**Run 1: routed clock nets over the placement**

Drawn at 4 px/um.
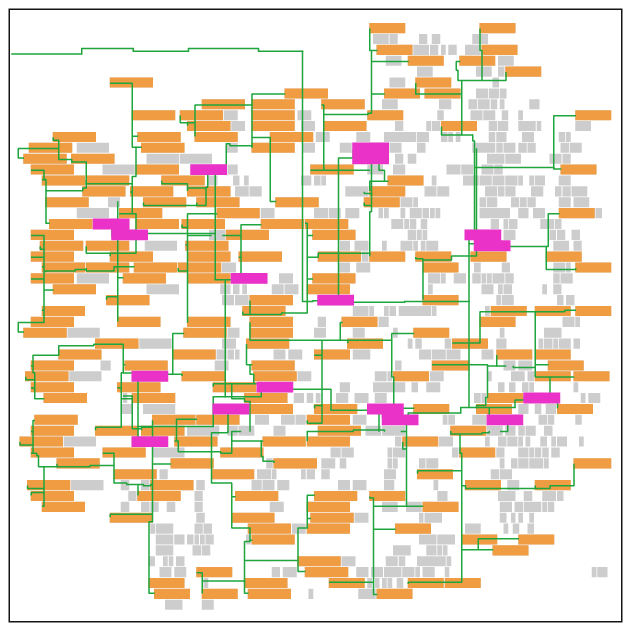
**Run 1: routing congestion**

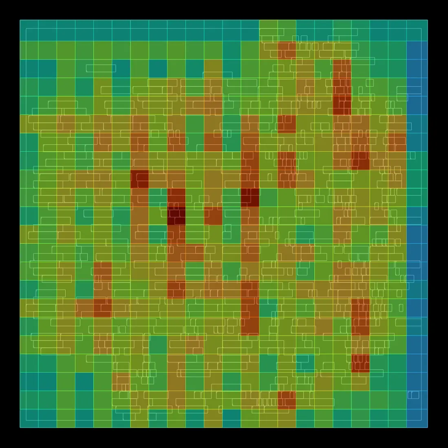
**Run 1: sequential cells colored by netlist name**

Drawn at 3 px/um. Other sequential cells in the stronger gray, the rest of the logic in the fainter gray.
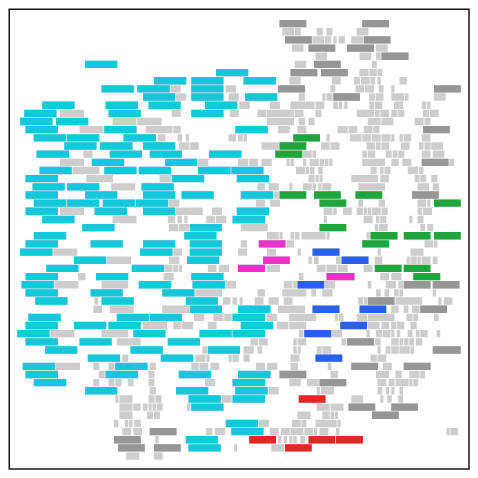
`config.mk`:
```
export PLATFORM = sky130hd
export DESIGN_NAME = uart_tx_cfg
export DESIGN_NICKNAME = d
export VERILOG_FILES = /design/src/rtl/uart_tx_cfg.sv
export SDC_FILE = /design/constraint.sdc
export NUM_CORES = 1
export LEC_CHECK = 0
export CAP_MARGIN = 20
export CORE_MARGIN = 2
export CORE_UTILIZATION = 40
export DETAILED_ROUTE_END_ITERATION = 16
export DONT_BUFFER_PORTS = 1
export PLACE_DENSITY = 0.51
export SLEW_MARGIN = 20
export SYNTH_ARGS = -nofsm -noshare
export SYNTH_HDL_FRONTEND = slang
export SYNTH_SLANG_ARGS = --single-unit
```
`constraint.sdc`:
```
create_clock -name clk -period 5.3 [get_ports clk]
set_clock_uncertainty 0.15 [all_clocks]
set_input_delay 0.53 -clock clk [delete_from_list [all_inputs] [get_ports clk]]
set_output_delay 0.53 -clock clk [all_outputs]
set_load 0.01 [all_outputs]
```
`src/rtl/uart_tx_cfg.sv`:
```
// Configurable UART transmitter with a byte FIFO. Frame format and bit period are
// captured when a byte leaves the FIFO, so configuration may change at any time.
module uart_tx_cfg #(
    parameter int DEPTH = 16,
    parameter int DIV_W = 16
) (
    input  logic                     clk,
    input  logic                     reset,
    input  logic                     tx_en,
    input  logic [DIV_W-1:0]         divisor,
    input  logic [1:0]               data_bits,
    input  logic [1:0]               parity,
    input  logic                     stop2,
    input  logic                     wr_valid,
    input  logic [7:0]               wr_data,
    output logic                     wr_ready,
    output logic                     tx,
    output logic                     busy,
    output logic [$clog2(DEPTH):0]   fifo_count
);
    localparam int AW = $clog2(DEPTH);
    localparam int CW = AW + 1;
    localparam logic [CW-1:0]    FULL    = CW'(DEPTH);
    localparam logic [DIV_W-1:0] DIV_ONE = DIV_W'(1);
    localparam logic [DIV_W-1:0] DIV_MIN = DIV_W'(2);

    typedef enum logic [2:0] {IDLE, START, DATA, PARITY, STOP} state_t;

    logic [7:0]       mem_q [DEPTH];
    state_t           state_q, state_d;
    logic [AW-1:0]    wr_ptr_q, wr_ptr_d, rd_ptr_q, rd_ptr_d;
    logic [CW-1:0]    count_q, count_d;
    logic [DIV_W-1:0] clk_cnt_q, clk_cnt_d, div_q, div_d;
    logic [2:0]       bit_cnt_q, bit_cnt_d, last_q, last_d;
    logic [7:0]       shift_q, shift_d;
    logic             par_en_q, par_en_d, par_bit_q, par_bit_d;
    logic             stop2_q, stop2_d, tx_q, tx_d;

    logic       push, pop, bit_end, stop_last, launch;
    logic [7:0] head, mask;

    assign wr_ready   = (count_q < FULL);
    assign fifo_count = count_q;
    assign tx         = tx_q;
    assign busy       = (state_q != IDLE);

    always_comb begin
        state_d   = state_q;
        wr_ptr_d  = wr_ptr_q;
        rd_ptr_d  = rd_ptr_q;
        count_d   = count_q;
        clk_cnt_d = clk_cnt_q;
        div_d     = div_q;
        bit_cnt_d = bit_cnt_q;
        last_d    = last_q;
        shift_d   = shift_q;
        par_en_d  = par_en_q;
        par_bit_d = par_bit_q;
        stop2_d   = stop2_q;
        tx_d      = tx_q;
        pop       = 1'b0;

        push      = wr_valid && wr_ready;
        head      = mem_q[rd_ptr_q];
        mask      = 8'hFF >> (2'd3 - data_bits);
        bit_end   = (clk_cnt_q == (div_q - DIV_ONE));
        stop_last = stop2_q ? (bit_cnt_q == 3'd1) : 1'b1;
        launch    = tx_en && (count_q != '0) &&
                    ((state_q == IDLE) || ((state_q == STOP) && bit_end && stop_last));

        if (state_q != IDLE) begin
            clk_cnt_d = bit_end ? '0 : clk_cnt_q + DIV_ONE;
        end

        case (state_q)
            IDLE: clk_cnt_d = '0;
            START: if (bit_end) begin
                state_d   = DATA;
                tx_d      = shift_q[0];
                bit_cnt_d = 3'd0;
            end
            DATA: if (bit_end) begin
                if (bit_cnt_q == last_q) begin
                    state_d   = par_en_q ? PARITY : STOP;
                    tx_d      = par_en_q ? par_bit_q : 1'b1;
                    bit_cnt_d = 3'd0;
                end else begin
                    shift_d   = shift_q >> 1;
                    tx_d      = shift_q[1];
                    bit_cnt_d = bit_cnt_q + 3'd1;
                end
            end
            PARITY: if (bit_end) begin
                state_d   = STOP;
                tx_d      = 1'b1;
                bit_cnt_d = 3'd0;
            end
            STOP: if (bit_end) begin
                if (stop_last) begin
                    state_d = IDLE;
                end else begin
                    bit_cnt_d = bit_cnt_q + 3'd1;
                end
            end
            default: begin
                state_d = IDLE;
                tx_d    = 1'b1;
            end
        endcase

        // A frame launch overrides the per-state update, including stop-to-start chaining.
        if (launch) begin
            pop       = 1'b1;
            state_d   = START;
            tx_d      = 1'b0;
            clk_cnt_d = '0;
            bit_cnt_d = 3'd0;
            shift_d   = head;
            div_d     = (divisor < DIV_MIN) ? DIV_MIN : divisor;
            last_d    = {1'b1, data_bits};
            par_en_d  = parity[0] ^ parity[1];
            par_bit_d = (^(head & mask)) ^ parity[1];
            stop2_d   = stop2;
            rd_ptr_d  = rd_ptr_q + AW'(1);
        end

        if (push) begin
            wr_ptr_d = wr_ptr_q + AW'(1);
        end
        count_d = count_q + CW'(push) - CW'(pop);
    end

    always_ff @(posedge clk) begin
        if (push) begin
            mem_q[wr_ptr_q] <= wr_data;
        end
    end

    always_ff @(posedge clk or posedge reset) begin
        if (reset) begin
            state_q   <= IDLE;
            wr_ptr_q  <= '0;
            rd_ptr_q  <= '0;
            count_q   <= '0;
            clk_cnt_q <= '0;
            div_q     <= '0;
            bit_cnt_q <= '0;
            last_q    <= '0;
            shift_q   <= '0;
            par_en_q  <= 1'b0;
            par_bit_q <= 1'b0;
            stop2_q   <= 1'b0;
            tx_q      <= 1'b1;
        end else begin
            state_q   <= state_d;
            wr_ptr_q  <= wr_ptr_d;
            rd_ptr_q  <= rd_ptr_d;
            count_q   <= count_d;
            clk_cnt_q <= clk_cnt_d;
            div_q     <= div_d;
            bit_cnt_q <= bit_cnt_d;
            last_q    <= last_d;
            shift_q   <= shift_d;
            par_en_q  <= par_en_d;
            par_bit_q <= par_bit_d;
            stop2_q   <= stop2_d;
            tx_q      <= tx_d;
        end
    end
endmodule

```
==> run summary, run 1 <==
yosys + openroad results -> Net Sw Power=870.7 uW, Peak Freq=233.3 MHz, power in sequential cells=1.79 mW, clock share of power=37.8%, status=finished, final reports clean, CTS Hold Bufs=0, grt peak-use layer=met2, Fill cells=1931, CTS Root Cell=clkbuf_16, Pwr Density=343.4 mW/mm^2, Max Cap Viol=0, n_taps=280, Die Height=152.8 um, Combinational Power Share=8.8%, vias per inst=5.353, vias in the first global route=5198, Post-CTS Setup Inserts=0, area of the die=0.02334 mm^2, Vias=5000, fraction of area in multi-input gates=32.31%, endpoints failing setup=0, cell area after layout=0.009734 mm^2, Avg Inst Size Synth=13.81 um^2, maximum VDD drop=0.0002535 V, Setup CP Type=reg2reg, post-synthesis register bit count=194, worst slew pin tran=959.0 ps, FF-to-FF path depth=19, clock buffer depth=2, GR Util met2=27.91%, area share, top type=43.41%, fraction of layout cells with a size suffix above 1=12.54%, Floorplan Nets=690, uppermost layer routed=met4, reg2reg end=fifo_count[4], Critical Path End=fifo_count[4], yosys stat area=0.008853 mm^2, Tmin final=4286 ps, initial antenna violation count=0, Placed Cells=902, first-pass GRT wire length=29570 um, sequential power share=53.4%, met3 WL=383 um, Clock Latency Late Sink=440 ps, Comb power=295 uW, Crit path top cell by count=inv_1, CORE AREA=0.02176 mm^2, number of OpenROAD warnings=31, final setup TNS=0 ps, Ys Warns=0
## Picture notes: 'routed clock nets over the placement'
Orange marks flip-flops, count 194. Magenta marks cells driving clock nets, count 17. Green marks clock wires, length 2330 um.
Position of the flops: widely spread. There are 18 routed clock nets.

## Picture notes: 'routing congestion'
drt wl/cell: 19.52 um
grt met3 use: 3.470%

## Picture notes: 'sequential cells colored by netlist name'
Green marks clk_cnt_q, placed flops 16, where middle right. Red marks fifo_count, placed flops 5. Magenta marks rd_ptr_q, placed flops 4, where center. Cyan marks mem_q, placed flops 128. Blue marks shift_q, placed flops 8.
Another 33 sequential cells are not colored.
Seq area share: 56.48%
register area: 0.005498 mm^2
final core utilization: 44.74%

==> run 1: synth_stat cells, types with 7 or more instances <==
cell / n
edfxtp_1: 128
dfrtp_1: 65
mux2i_1: 40
nand2_1: 36
nor2_1: 31
xor2_1: 25
o21ai_0: 24
xnor2_1: 24
inv_1: 23
and2_1: 20
mux2_2: 18
clkbuf_1: 17
a221oi_1: 16
mux4_2: 16
nor3_1: 16
ha_1: 15
a21oi_1: 14
nand3_1: 9
a22oi_1: 8
nand2b_1: 8
nor2b_1: 7
or3_1: 7
==> run 1: registers in the layout, summed over array words and instances, names as in the netlist, 4 cells and up <==
| name | count |
|---|---|
| wr_ptr_q | 4 |
| mem_q | 128 |
| clk_cnt_q | 16 |
| div_q | 16 |
| fifo_count | 5 |
| shift_q | 8 |
| rd_ptr_q | 4 |
**Run 1: floorplan with the power grid**

Drawn at 2 px/um. Pins as bars on the die edge.
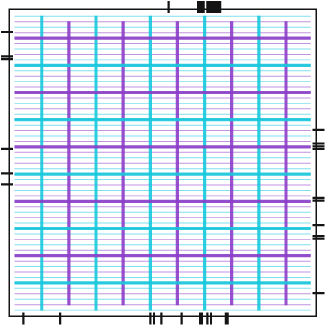

==> run 2, diff against run 1 <==
Settings changed: PLACE_DENSITY 0.51 to 0.53.
Clock period 5.3 ns to 3.85 ns, I/O delays scaled along.
**Run 2: floorplan with the power grid**

Drawn at 2 px/um. Pins as bars on the die edge.
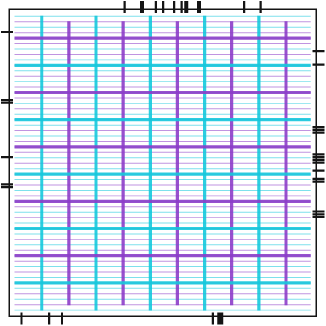
Cyan marks VSS. Purple marks VDD.
10 straps on met5. 55 met1 rails follow the rows. 10 straps on met4. 41 signal pins sit on the boundary.

**Run 2: cell classes on the final placement**

Drawn at 3 px/um. Fill, decap, tap and diode cells in gray.
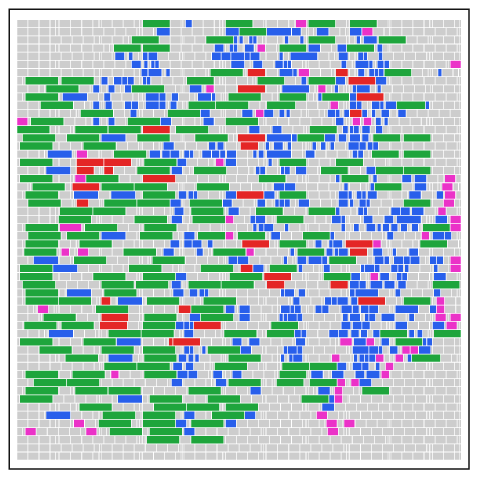
Red marks clock drivers and dummy loads, cells 32, share of their area 6.3%. Blue marks all other logic, cells 420, share of their area 33%. Green marks flip-flops, cells 194, share of their area 55%. Magenta marks other buffers and delay cells, cells 60, share of their area 5.4%.

==> run 2 against run 1 <==
Effect of this change: via count increased by 4.5%; worst hold slack got worse by 9.2 ps; sequential share of layout area fell by 3.2 points; synthesized area unchanged; die area unchanged; utilization up 2.7 points; maximum frequency increased by 13%; critical path depth fell by 1; sequential power grew 38%; non-clock buffer count grew 52; highest routed layer unchanged.
==> run summary, run 2 <==
yosys + openroad results -> Tmin final=3785 ps, post-route fraction of the period consumed by the critical path=98.30%, endpoints failing setup=0, first-pass GRT wire length=30680 um, Top Registers=mem_q (128), clk_cnt_q (16), div_q (16), most common library cells after synthesis=edfxtp_1, dfrtp_1, mux2i_1, reg2reg end=fifo_count[4], post-synthesis register bit count=194, vias in the first global route=5503, CTS Root Cell=clkbuf_16, yosys stat area=0.008853 mm^2, power in sequential cells=2.47 mW, maximum VDD drop=0.0003081 V, drt wl/cell=19.10 um, top-count cell post-synth=edfxtp_1, Crit path top cell by count=inv_2, Avg Inst Size Synth=13.81 um^2, area of the die=0.02334 mm^2, final setup TNS=0 ps, Pwr Density=465.1 mW/mm^2, Setup crit start=div_q[5], Peak Freq=264.2 MHz, CORE AREA=0.02176 mm^2, Vias=5227, sequential power share=51.3%, Seq area share=53.23%, Fill cells=1927, Combinational Power Share=10.1%, Placed Cells=923, Post-CTS Setup Inserts=0, initial antenna violation count=0, vias per inst=5.301, max FFs per register=128, status=finished, final reports clean, Clock Latency Late Sink=440 ps, Biggest register=mem_q, n_taps=280, Die Height=152.8 um, final core utilization=47.48%, CTS Hold Bufs=27, Net Sw Power=1.285 mW, cell area after layout=0.01033 mm^2, fraction of area in multi-input gates=31.19%
-- run 2: cell counts after synthesis --
Identical to the previous run, type by type.
-- run 2: routing by layer --
layer,vias to the layer above,wire length [um],GRT usage (%)
li1,2503,-,-
met1,2623,8149,21.85
met2,80,9717,28.91
met3,21,717,3.697
met4,0,246,4.674
met5,-,0,0
-- run 2: cell families (layout without fill, tap and decap cells) --
group / after synthesis / in the layout / synth area share (%)
adders and majority gates: 16 / 16 / 2.346
DFF: 194 / 194 / 62.08
buffers and inverters: 52 / 117 / 2.388
muxes: 74 / 74 / 10.88
xor gates and xnor gates: 52 / 52 / 5.610
and+or+nand+nor: 169 / 169 / 10.36
AOI/OAI and AO/OA: 84 / 84 / 6.332
Power and IR drop assume default switching activity.
